### Sequential cells coloured by netlist name, run 1

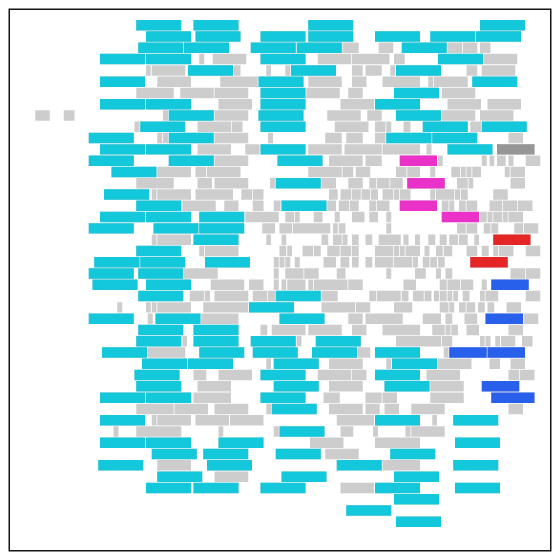
### Signal wires on met3, run 1

The bar under the picture is 50 um long.
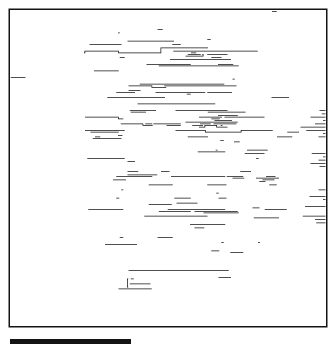
### Routing congestion, run 1

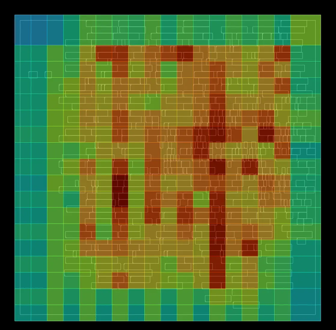
### Logic cells by family, run 1

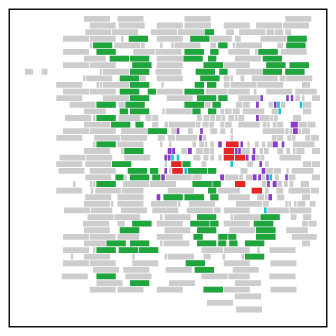
## src/rtl/move_undo_stack.sv

```systemverilog
// LIFO of cube move codes, replayed inverted on undo; outputs are registered, first beat the cycle after undo_start.
// Replay beats hold while out_ready is low; pushes are dropped (err set) when full or the face code is invalid.
module move_undo_stack #(
   parameter int DEPTH = 32
) (
   input  logic                     clk,
   input  logic                     reset,
   input  logic                     clear,
   input  logic                     push_valid,
   input  logic [3:0]               push_move,
   input  logic                     undo_start,
   input  logic                     out_ready,
   output logic                     out_valid,
   output logic [3:0]               out_move,
   output logic [$clog2(DEPTH):0]   count,
   output logic                     full,
   output logic                     empty,
   output logic                     busy,
   output logic                     done,
   output logic                     err
);

   localparam int AW = $clog2(DEPTH);
   localparam int CW = AW + 1;

   typedef enum logic [1:0] {
      IDLE   = 2'd0,
      REPLAY = 2'd1,
      DONE   = 2'd2
   } state_t;

   state_t          state_q, state_d;
   logic [CW-1:0]   count_q, count_d;
   logic [3:0]      out_move_q, out_move_d;
   logic            err_q, err_d;
   logic            push_ok;
   logic            face_ok;
   logic            full_w;
   logic [AW-1:0]   top_idx;
   logic [AW-1:0]   next_idx;
   logic [3:0]      mem_q [DEPTH];

   assign face_ok  = (push_move[2:0] <= 3'd5);
   assign full_w   = (count_q == CW'(DEPTH));
   assign top_idx  = AW'(count_q - CW'(1));
   assign next_idx = AW'(count_q - CW'(2));

   always_comb begin
      state_d    = state_q;
      count_d    = count_q;
      out_move_d = out_move_q;
      err_d      = err_q;
      push_ok    = 1'b0;
      if (clear) begin
         state_d    = IDLE;
         count_d    = '0;
         out_move_d = '0;
         err_d      = 1'b0;
      end else begin
         case (state_q)
            IDLE: begin
               if (push_valid) begin
                  if (!face_ok || full_w) begin
                     err_d = 1'b1;
                  end else begin
                     push_ok = 1'b1;
                     count_d = count_q + CW'(1);
                  end
               end
               // A same-cycle push becomes the top of stack, so it is replayed first.
               if (undo_start) begin
                  if (push_ok) begin
                     state_d    = REPLAY;
                     out_move_d = {~push_move[3], push_move[2:0]};
                  end else if (count_q != '0) begin
                     state_d    = REPLAY;
                     out_move_d = {~mem_q[top_idx][3], mem_q[top_idx][2:0]};
                  end else begin
                     state_d = DONE;
                  end
               end
            end
            REPLAY: begin
               if (out_ready) begin
                  count_d = count_q - CW'(1);
                  if (count_q == CW'(1)) begin
                     state_d    = DONE;
                     out_move_d = '0;
                  end else begin
                     out_move_d = {~mem_q[next_idx][3], mem_q[next_idx][2:0]};
                  end
               end
            end
            DONE: begin
               state_d = IDLE;
            end
            default: begin
               state_d = IDLE;
            end
         endcase
      end
   end

   always_ff @(posedge clk or negedge reset) begin
      if (!reset) begin
         state_q    <= IDLE;
         count_q    <= '0;
         out_move_q <= '0;
         err_q      <= 1'b0;
      end else begin
         state_q    <= state_d;
         count_q    <= count_d;
         out_move_q <= out_move_d;
         err_q      <= err_d;
      end
   end

   // Storage needs no reset: only entries below count are ever read.
   always_ff @(posedge clk) begin
      if (push_ok) begin
         mem_q[count_q[AW-1:0]] <= push_move;
      end
   end

   assign out_valid = (state_q == REPLAY);
   assign out_move  = out_move_q;
   assign count     = count_q;
   assign full      = full_w;
   assign empty     = (count_q == '0);
   assign busy      = (state_q == REPLAY);
   assign done      = (state_q == DONE);
   assign err       = err_q;

endmodule

```

## config.mk

```make
export PLATFORM = sky130hd
export DESIGN_NAME = move_undo_stack
export DESIGN_NICKNAME = d
export VERILOG_FILES = /design/src/rtl/move_undo_stack.sv
export SDC_FILE = /design/constraint.sdc
export NUM_CORES = 1
export LEC_CHECK = 0
export CORE_MARGIN = 2
export CORE_UTILIZATION = 45
export DETAILED_ROUTE_END_ITERATION = 8
export PLACE_DENSITY = 0.68
export SETUP_SLACK_MARGIN = 0.5
export SYNTH_ARGS = -nofsm -noshare
export SYNTH_HDL_FRONTEND = slang
export SYNTH_SLANG_ARGS = --single-unit
```

## constraint.sdc

```tcl
create_clock -name clk -period 5.2 [get_ports clk]
set_input_delay 1.04 -clock clk [delete_from_list [all_inputs] [get_ports clk]]
set_output_delay 1.04 -clock clk [all_outputs]
set_load 0.01 [all_outputs]
```

==> results.yml, run 1 <==
# implementation run metrics
run:
  number_of_openroad_warnings: 32
setup_path:
  worstPathBufferInverterCount: 3
  crit_path_start: "count[0]"
  r2r-start: "count[0]"
  worstPathRequired_ns: 4.16
  worst_path_dominant_cell_family: "simple AND/OR/NAND/NOR gates"
  crit-reg2reg-capture: "mem_q[20][1]"
  worst_setup_path_end_kind: "output pin"
  crit_chain: "inv_1, ha_2, or4b_1, or2_1, inv_1, clkdlybuf4s50_1"
  cp_slowest_stage_delay_ns: 0.69
  critical-path-top-cell-by-count: "sky130_fd_sc_hd__inv_1"
placement:
  detailedPlacementHpwl_um: 11600
  dpl_cell_area_um2: 7630
  port_buffers: 25
cells_and_area:
  sh_seq_area_pct: 50.6
  non_clock_inverter_count: 9
  fillCellCount: 1253
  lay_top_count: "sky130_fd_sc_hd__edfxtp_1"
  layout.area.seq_um2: 4170
  drive_gt1_share_pct: 24.0
  layout.nets: 500
  total_inserted_antenna_cells: 0
  num-multi-input-gates: 277
  bufAreaShareNonClock_pct: 4.03
  area_dominant_class: "registers"
  sequential_cell_total: 141
  final_layout_top_logic_cells: "sky130_fd_sc_hd__edfxtp_1, sky130_fd_sc_hd__mux4_2, sky130_fd_sc_hd__nor2_1"
  nClkBuffers: 18
  multi_input_comb_area_um2: 2820
  final.signal_buffer_count: 36
  final_cell_area_um2: 8250
  final_std_cells_w_o_fill: 711
  layout-area-overhead-vs-synth_pct: 15.2
  comb_share_pct: 34.2
  clk_share_pct: 7.54
  max_reg_flops: 128
logic_synthesis:
  synth-cells-yosys: 455
  synth-main-ff-cell: "sky130_fd_sc_hd__edfxtp_1"
  synthesis.nets: 473
  common_cells: "sky130_fd_sc_hd__edfxtp_1, sky130_fd_sc_hd__mux4_2, sky130_fd_sc_hd__nor2_1, sky130_fd_sc_hd__nand2_1, sky130_fd_sc_hd__mux2i_1"
  synthesis.yosys.warnings: 0
  count_of_flip_flops_with_a_built_in_enable_after_synthesis: 128
  synth_flops: 141
  ys_sh_xor_pct: 1.33
  logic_family: "multiplexers"
  compound_gate_portion_of_the_synthesized_area_pct: 5.01
  synthSimpleGateAreaFrac_pct: 6.78
  synthTopCellsByArea: "sky130_fd_sc_hd__edfxtp_1, sky130_fd_sc_hd__mux4_2, sky130_fd_sc_hd__dfrtp_1, sky130_fd_sc_hd__mux2i_1, sky130_fd_sc_hd__nor2_1"
  yosysTopAreaCell: "sky130_fd_sc_hd__edfxtp_1"
  synth-adder-area-share_pct: 1.40
  syn-instance-count: 455
timing:
  fin_ws_ns: 1.25
  clock_skew_ns: 0.00553
  maxClockFrequency_ghz: 0.253
  hold_viol: 0
  fin_crit_sh_pct: 75.9
  hold_ws_ns: 0.508
min_path:
  worst_hold_path.endpoint: "err"
  hold_path.startpoint: "err"
  hold_path_cell_cnt: 2
floorplan:
  ioPinCount: 26
  floorplan.tapcells: 216
  die_width_um: 130
  core_um2: 15700
power:
  p_int_mw: 3.19
  cellLeakagePower_nw: 2.61
  powerClk_mw: 1.27
  power_dens_cells_nw_per_um2: 596
  post-layout-total-power_mw: 4.92
  netSwitchingPower_mw: 1.73
  power-top-group: "combinational logic"
  irDropWorstVdd_mv: 0.313
  proportion_of_power_drawn_by_flip_flops_and_latches_pct: 28.3
  comb_power_mw: 2.25
drt:
  vias_post_dr: 4396
  drt.antenna.violating_nets: 0
  vias_per_cell: 6.18
  top_signal_layer_used: "met4"
  wire_per_inst_um: 24.5
  post-route-drc-count: 0
  drt-pass1-iter-count: 5
  wirelength_met1_um: 7150
  detailroute.wirelength.met3_um: 1270
  met2_wire_len_um: 8570
global_routing:
  globalRouteOverflowTotal: 0
  use_met1_pct: 30.1
  antenna_found_initial: 0
  maximum_number_of_pins_on_one_net_before_global_route_repair: 38
clocking:
  clk_pin_slew_ns: 0.06
  cts.sinks: 141
  tritoncts.num_buffers: 17
  cts_resized: 0
  cts_buffer_depth: 2
  post_cts_hold_buffer_count: 0
outcome:
  run_status: "completed"
## Picture notes: 'Sequential cells coloured by netlist name'
Key: red = `state_q` [flops 2]; blue = `count` [flops 6]; magenta = `out_move` [flops 4]; cyan = `mem_q` [flops 128]
Another 1 sequential cells are not coloured.

## Picture notes: 'Signal wires on met3'
The layer carries 1270 um of wire. 89 nets have wire on it. The longest straight run is 40.9 um. The layer holds 7.3% of the routed length.

## Picture notes: 'Routing congestion'
Total Routing Usage GR: 22.1%
met2 track utilization from global routing: 35.9%
GR peak layer: met2
end-of-flow core utilization: 52.5%

## Picture notes: 'Logic cells by family'
Key: purple = NAND gates [cells 38]; red = adder and majority cells [cells 8]; green = multiplexers [cells 94]; cyan = inverters [cells 9, where east]

## Run 2: what changed since run 1
--- a/config.mk
+++ b/config.mk
@@ -8,7 +8,7 @@
 export CORE_MARGIN = 2
 export CORE_UTILIZATION = 45
 export DETAILED_ROUTE_END_ITERATION = 8
-export PLACE_DENSITY = 0.68
+export PLACE_DENSITY = 0.7
 export SETUP_SLACK_MARGIN = 0.5
 export SYNTH_ARGS = -nofsm -noshare
 export SYNTH_HDL_FRONTEND = slang
==> constraint.sdc (replaced) <==
create_clock -name clk -period 3.55 [get_ports clk]
set_input_delay 0.71 -clock clk [delete_from_list [all_inputs] [get_ports clk]]
set_output_delay 0.71 -clock clk [all_outputs]
set_load 0.01 [all_outputs]
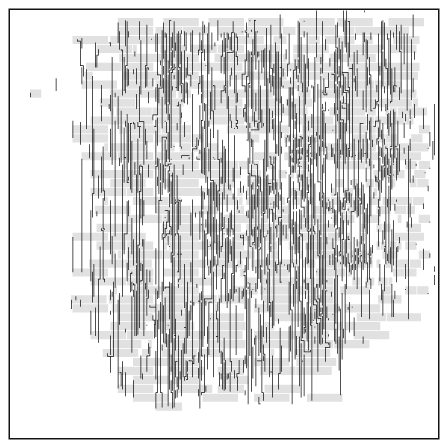
*M2 wires, run 2*
Cells faint in the background.
457 nets have wire on it. The wires run mostly vertical. The longest straight run is 52.7 um.

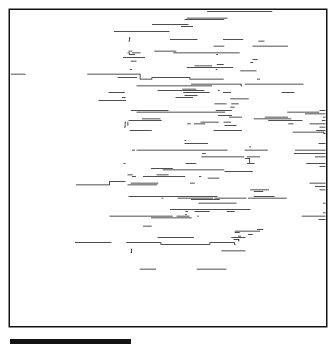
*Signal wires on met3, run 2*
The bar under the picture is 50 um long.
94 nets have wire on it. The layer holds 7.3% of the routed length. The longest straight run is 37.3 um. The layer carries 1330 um of wire. The wires run mostly horizontal.

==> results.yml, run 2 <==
# implementation run metrics
outcome:
  run_status: "completed"
cells_and_area:
  sh_seq_area_pct: 50.5
  sequential_cell_total: 141
  final.signal_buffer_count: 40
  final_layout_top_logic_cells: "sky130_fd_sc_hd__edfxtp_1, sky130_fd_sc_hd__mux4_2, sky130_fd_sc_hd__nor2_1"
  layout.nets: 504
  final_core_utilization_pct: 52.6
  final_cell_area_um2: 8270
  max_reg_flops: 128
  area_dominant_class: "registers"
  total_inserted_antenna_cells: 0
  drive_gt1_share_pct: 26.9
  layout-area-overhead-vs-synth_pct: 15.5
  layout.area.seq_um2: 4170
  comb_share_pct: 34.5
  bufAreaShareNonClock_pct: 4.66
  multi_input_comb_area_um2: 2850
  non_clock_inverter_count: 9
logic_synthesis:
  synth-main-ff-cell: "sky130_fd_sc_hd__edfxtp_1"
  count_of_flip_flops_with_a_built_in_enable_after_synthesis: 128
  yosysTopAreaCell: "sky130_fd_sc_hd__edfxtp_1"
  compound_gate_portion_of_the_synthesized_area_pct: 5.01
  synthesis.nets: 473
  synth_flops: 141
  logic_family: "multiplexers"
  synth-adder-area-share_pct: 1.40
  synthSimpleGateAreaFrac_pct: 6.78
  synthTopCellsByArea: "sky130_fd_sc_hd__edfxtp_1, sky130_fd_sc_hd__mux4_2, sky130_fd_sc_hd__dfrtp_1, sky130_fd_sc_hd__mux2i_1, sky130_fd_sc_hd__nor2_1"
  synthesis.yosys.warnings: 0
clocking:
  tritoncts.num_buffers: 17
  clk_pin_slew_ns: 0.06
  post_cts_hold_buffer_count: 0
  cts_resized: 4
  cts_buffer_depth: 2
  cts.sinks: 141
drt:
  detailroute.wirelength.met3_um: 1330
  wire_per_inst_um: 25.4
  met2_wire_len_um: 8850
  drt.antenna.violating_nets: 0
  post-route-drc-count: 0
placement:
  dpl_cell_area_um2: 7680
  port_buffers: 25
global_routing:
  grt_most_used_layer: "met2"
  antenna_found_initial: 0
  maximum_number_of_pins_on_one_net_before_global_route_repair: 72
  grt_util_all_layers_pct: 22.5
setup_path:
  worst_path_dominant_cell_family: "simple AND/OR/NAND/NOR gates"
  worstPathRequired_ns: 3.68
  critical-path-top-cell-by-count: "sky130_fd_sc_hd__nand2_1"
  worst_setup_path_end_kind: "register"
  crit_chain: "inv_2, ha_2, or4b_4, or2_1, nand2_1, nor4_1, buf_4, nand2_1, nor2_1"
  r2r-start: "count[0]"
  crit-reg2reg-capture: "mem_q[27][2]"
floorplan:
  core_um2: 15700
  floorplan.tapcells: 216
  die_width_um: 130
timing:
  fin_ws_ns: 0.590
  hold_viol: 0
power:
  cellLeakagePower_nw: 2.61
  power-top-group: "combinational logic"
  power_dens_cells_nw_per_um2: 865
  p_int_mw: 4.57
  post-layout-total-power_mw: 7.16
min_path:
  hold_path.startpoint: "err"
  hold_path_cell_cnt: 2
## Run 3: what changed since run 2
==> constraint.sdc (replaced) <==
create_clock -name clk -period 2.5 [get_ports clk]
set_input_delay 0.5 -clock clk [delete_from_list [all_inputs] [get_ports clk]]
set_output_delay 0.5 -clock clk [all_outputs]
set_load 0.01 [all_outputs]
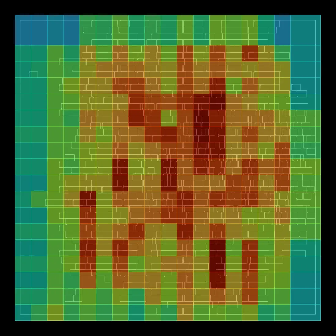
*Routing congestion, run 3*
end-of-flow core utilization: 60.7%
met3 Use GR: 8.24%
met2 track utilization from global routing: 37.3%
Total Routing Usage GR: 24.6%
routed wire length per instance: 24.9 um

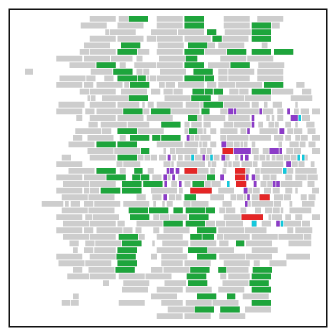
*Logic cells by family, run 3*
Key: red = adder and majority cells [cells 8, where east]; cyan = inverters [cells 9, where east]; purple = NAND gates [cells 38]; green = multiplexers [cells 94]

==> results.yml, run 3 <==
# implementation run metrics
cells_and_area:
  multi_input_comb_area_um2: 3220
  comb_share_pct: 33.8
  drive_gt1_share_pct: 46.5
  layout.area.seq_um2: 4170
  num-multi-input-gates: 277
  final_layout_top_logic_cells: "sky130_fd_sc_hd__edfxtp_1, sky130_fd_sc_hd__mux4_2, sky130_fd_sc_hd__buf_4"
  layout-area-overhead-vs-synth_pct: 33.1
  clk_share_pct: 6.47
  max_reg_flops: 128
  final.signal_buffer_count: 113
  sh_seq_area_pct: 43.8
  sequential_cell_total: 141
  area_dominant_class: "registers"
  final_std_cells_w_o_fill: 788
  non_clock_inverter_count: 9
  bufAreaShareNonClock_pct: 12.8
  final_cell_area_um2: 9540
  fillCellCount: 1120
  nClkBuffers: 24
  layout.nets: 577
  total_inserted_antenna_cells: 0
  lay_top_count: "sky130_fd_sc_hd__edfxtp_1"
floorplan:
  dieHeight_um: 130
  floorplan.rows: 46
  ioPinCount: 26
  die_width_um: 130
  design.die.area_um2: 16900
  floorplan.tapcells: 216
  core_um2: 15700
power:
  netSwitchingPower_mw: 4.34
  portion_of_total_power_attributed_to_the_clock_network_pct: 21.1
  p_int_mw: 7.89
  cellLeakagePower_nw: 3.20
  combPwrFrac_pct: 56.4
  proportion_of_power_drawn_by_flip_flops_and_latches_pct: 22.6
  comb_power_mw: 6.90
  power-top-group: "combinational logic"
  power_dens_cells_nw_per_um2: 1280
  powerClk_mw: 2.58
  post-layout-total-power_mw: 12.2
  irDropWorstVdd_mv: 0.885
clocking:
  cts_buffer_depth: 2
  tritoncts.num_buffers: 17
  number_of_post_cts_setup_repair_buffers: 15
  clk_root_buffer_cell: "sky130_fd_sc_hd__clkbuf_16"
  cts.sinks: 141
  cts.htree.levels: 4
  post_cts_hold_buffer_count: 0
  clk_pin_slew_ns: 0.07
  clock_latency_at_the_later_pin_of_the_worst_skew_pair_ns: 0.44
  cts_resized: 99
global_routing:
  maximum_number_of_pins_on_one_net_before_global_route_repair: 35
  grt_pass1_vias: 4769
  use_met1_pct: 31.2
  grt_most_used_layer: "met2"
  antenna_found_initial: 0
  globalRouteOverflowTotal: 0
  grt_pass1_wl_um: 29300
setup_path:
  worstPathRequired_ns: 2.00
  cp_slowest_stage_delay_ns: 0.49
  worst_setup_path_end_kind: "output pin"
  worstPathBufferInverterCount: 3
  crit_path_start_kind: "register"
  crit_chain: "inv_4, ha_4, or4b_4, or2_4, inv_2, buf_6"
  reg2reg_setup_slack_ns: 0.03
  r2r-start: "count[1]"
  worst_path_dominant_cell_family: "simple AND/OR/NAND/NOR gates"
  crit_path_start: "count[0]"
  crit-reg2reg-capture: "out_move[2]"
  cp_num_cells: 6
logic_synthesis:
  netlist_area_um2: 7160
  synth-cells-yosys: 455
  logic_family: "multiplexers"
  count_of_flip_flops_with_a_built_in_enable_after_synthesis: 128
  post_synthesis_async_set_or_reset_flop_share_pct: 9.22
  synthTopCellsByArea: "sky130_fd_sc_hd__edfxtp_1, sky130_fd_sc_hd__mux4_2, sky130_fd_sc_hd__dfrtp_1, sky130_fd_sc_hd__mux2i_1, sky130_fd_sc_hd__nor2_1"
  common_cells: "sky130_fd_sc_hd__edfxtp_1, sky130_fd_sc_hd__mux4_2, sky130_fd_sc_hd__nor2_1, sky130_fd_sc_hd__nand2_1, sky130_fd_sc_hd__mux2i_1"
  ys_sh_xor_pct: 1.33
  compound_gate_portion_of_the_synthesized_area_pct: 5.01
  yosysTopAreaCell: "sky130_fd_sc_hd__edfxtp_1"
  synthSimpleGateAreaFrac_pct: 6.78
  synth.area.mux_share_pct: 24.8
  synthesis.yosys.warnings: 0
  synth-adder-area-share_pct: 1.40
  syn-instance-count: 455
  synth_sequential_area_ratio_pct: 58.2
  netlist.top_cell.by_instances: "sky130_fd_sc_hd__edfxtp_1"
  synthesis.nets: 473
  yosys-stat-area_um2: 7160
  synth_flops: 141
  synth-main-ff-cell: "sky130_fd_sc_hd__edfxtp_1"
placement:
  detailedPlace.worstSlack_ns: -0.317
  port_buffers: 25
  detailedPlacementHpwl_um: 12500
  dpl_cell_area_um2: 8190
  place_congestion: 0.921
timing:
  number_of_pins_exceeding_their_max_slew_limit_in_the_final_report: 0
  setup_violating_endpoint_count_in_the_final_report: 0
  maxClockFrequency_ghz: 0.401
  fin_crit_sh_pct: 99.9
  setup_repair_after_global_routing_missed_its_margin: "yes"
  fin_ws_ns: 0.00329
  hold_viol: 0
  hold_ws_ns: 0.459
  min_period_ns: 2.50
  timing.slew.headroom_pct: 56.2
  clock_skew_ns: 0.0117
  fin_tns_setup_ns: 0
drt:
  vias_per_cell: 6.12
  top_signal_layer_used: "met4"
  routed_wl_um: 19600
  drt-pass1-iter-count: 5
  drt.antenna.violating_nets: 0
  vias_post_dr: 4822
  post-route-drc-count: 0
  wirelength_met1_um: 7730
  met2_wire_len_um: 9410
  detailroute.wirelength.met3_um: 1560
  first_iter_violations: 603
min_path:
  worstHoldPathType: "in -> async"
run:
  max-cap-violations: 0
  number_of_openroad_warnings: 35
outcome:
  run_status: "completed"
Power and IR drop assume default switching activity.
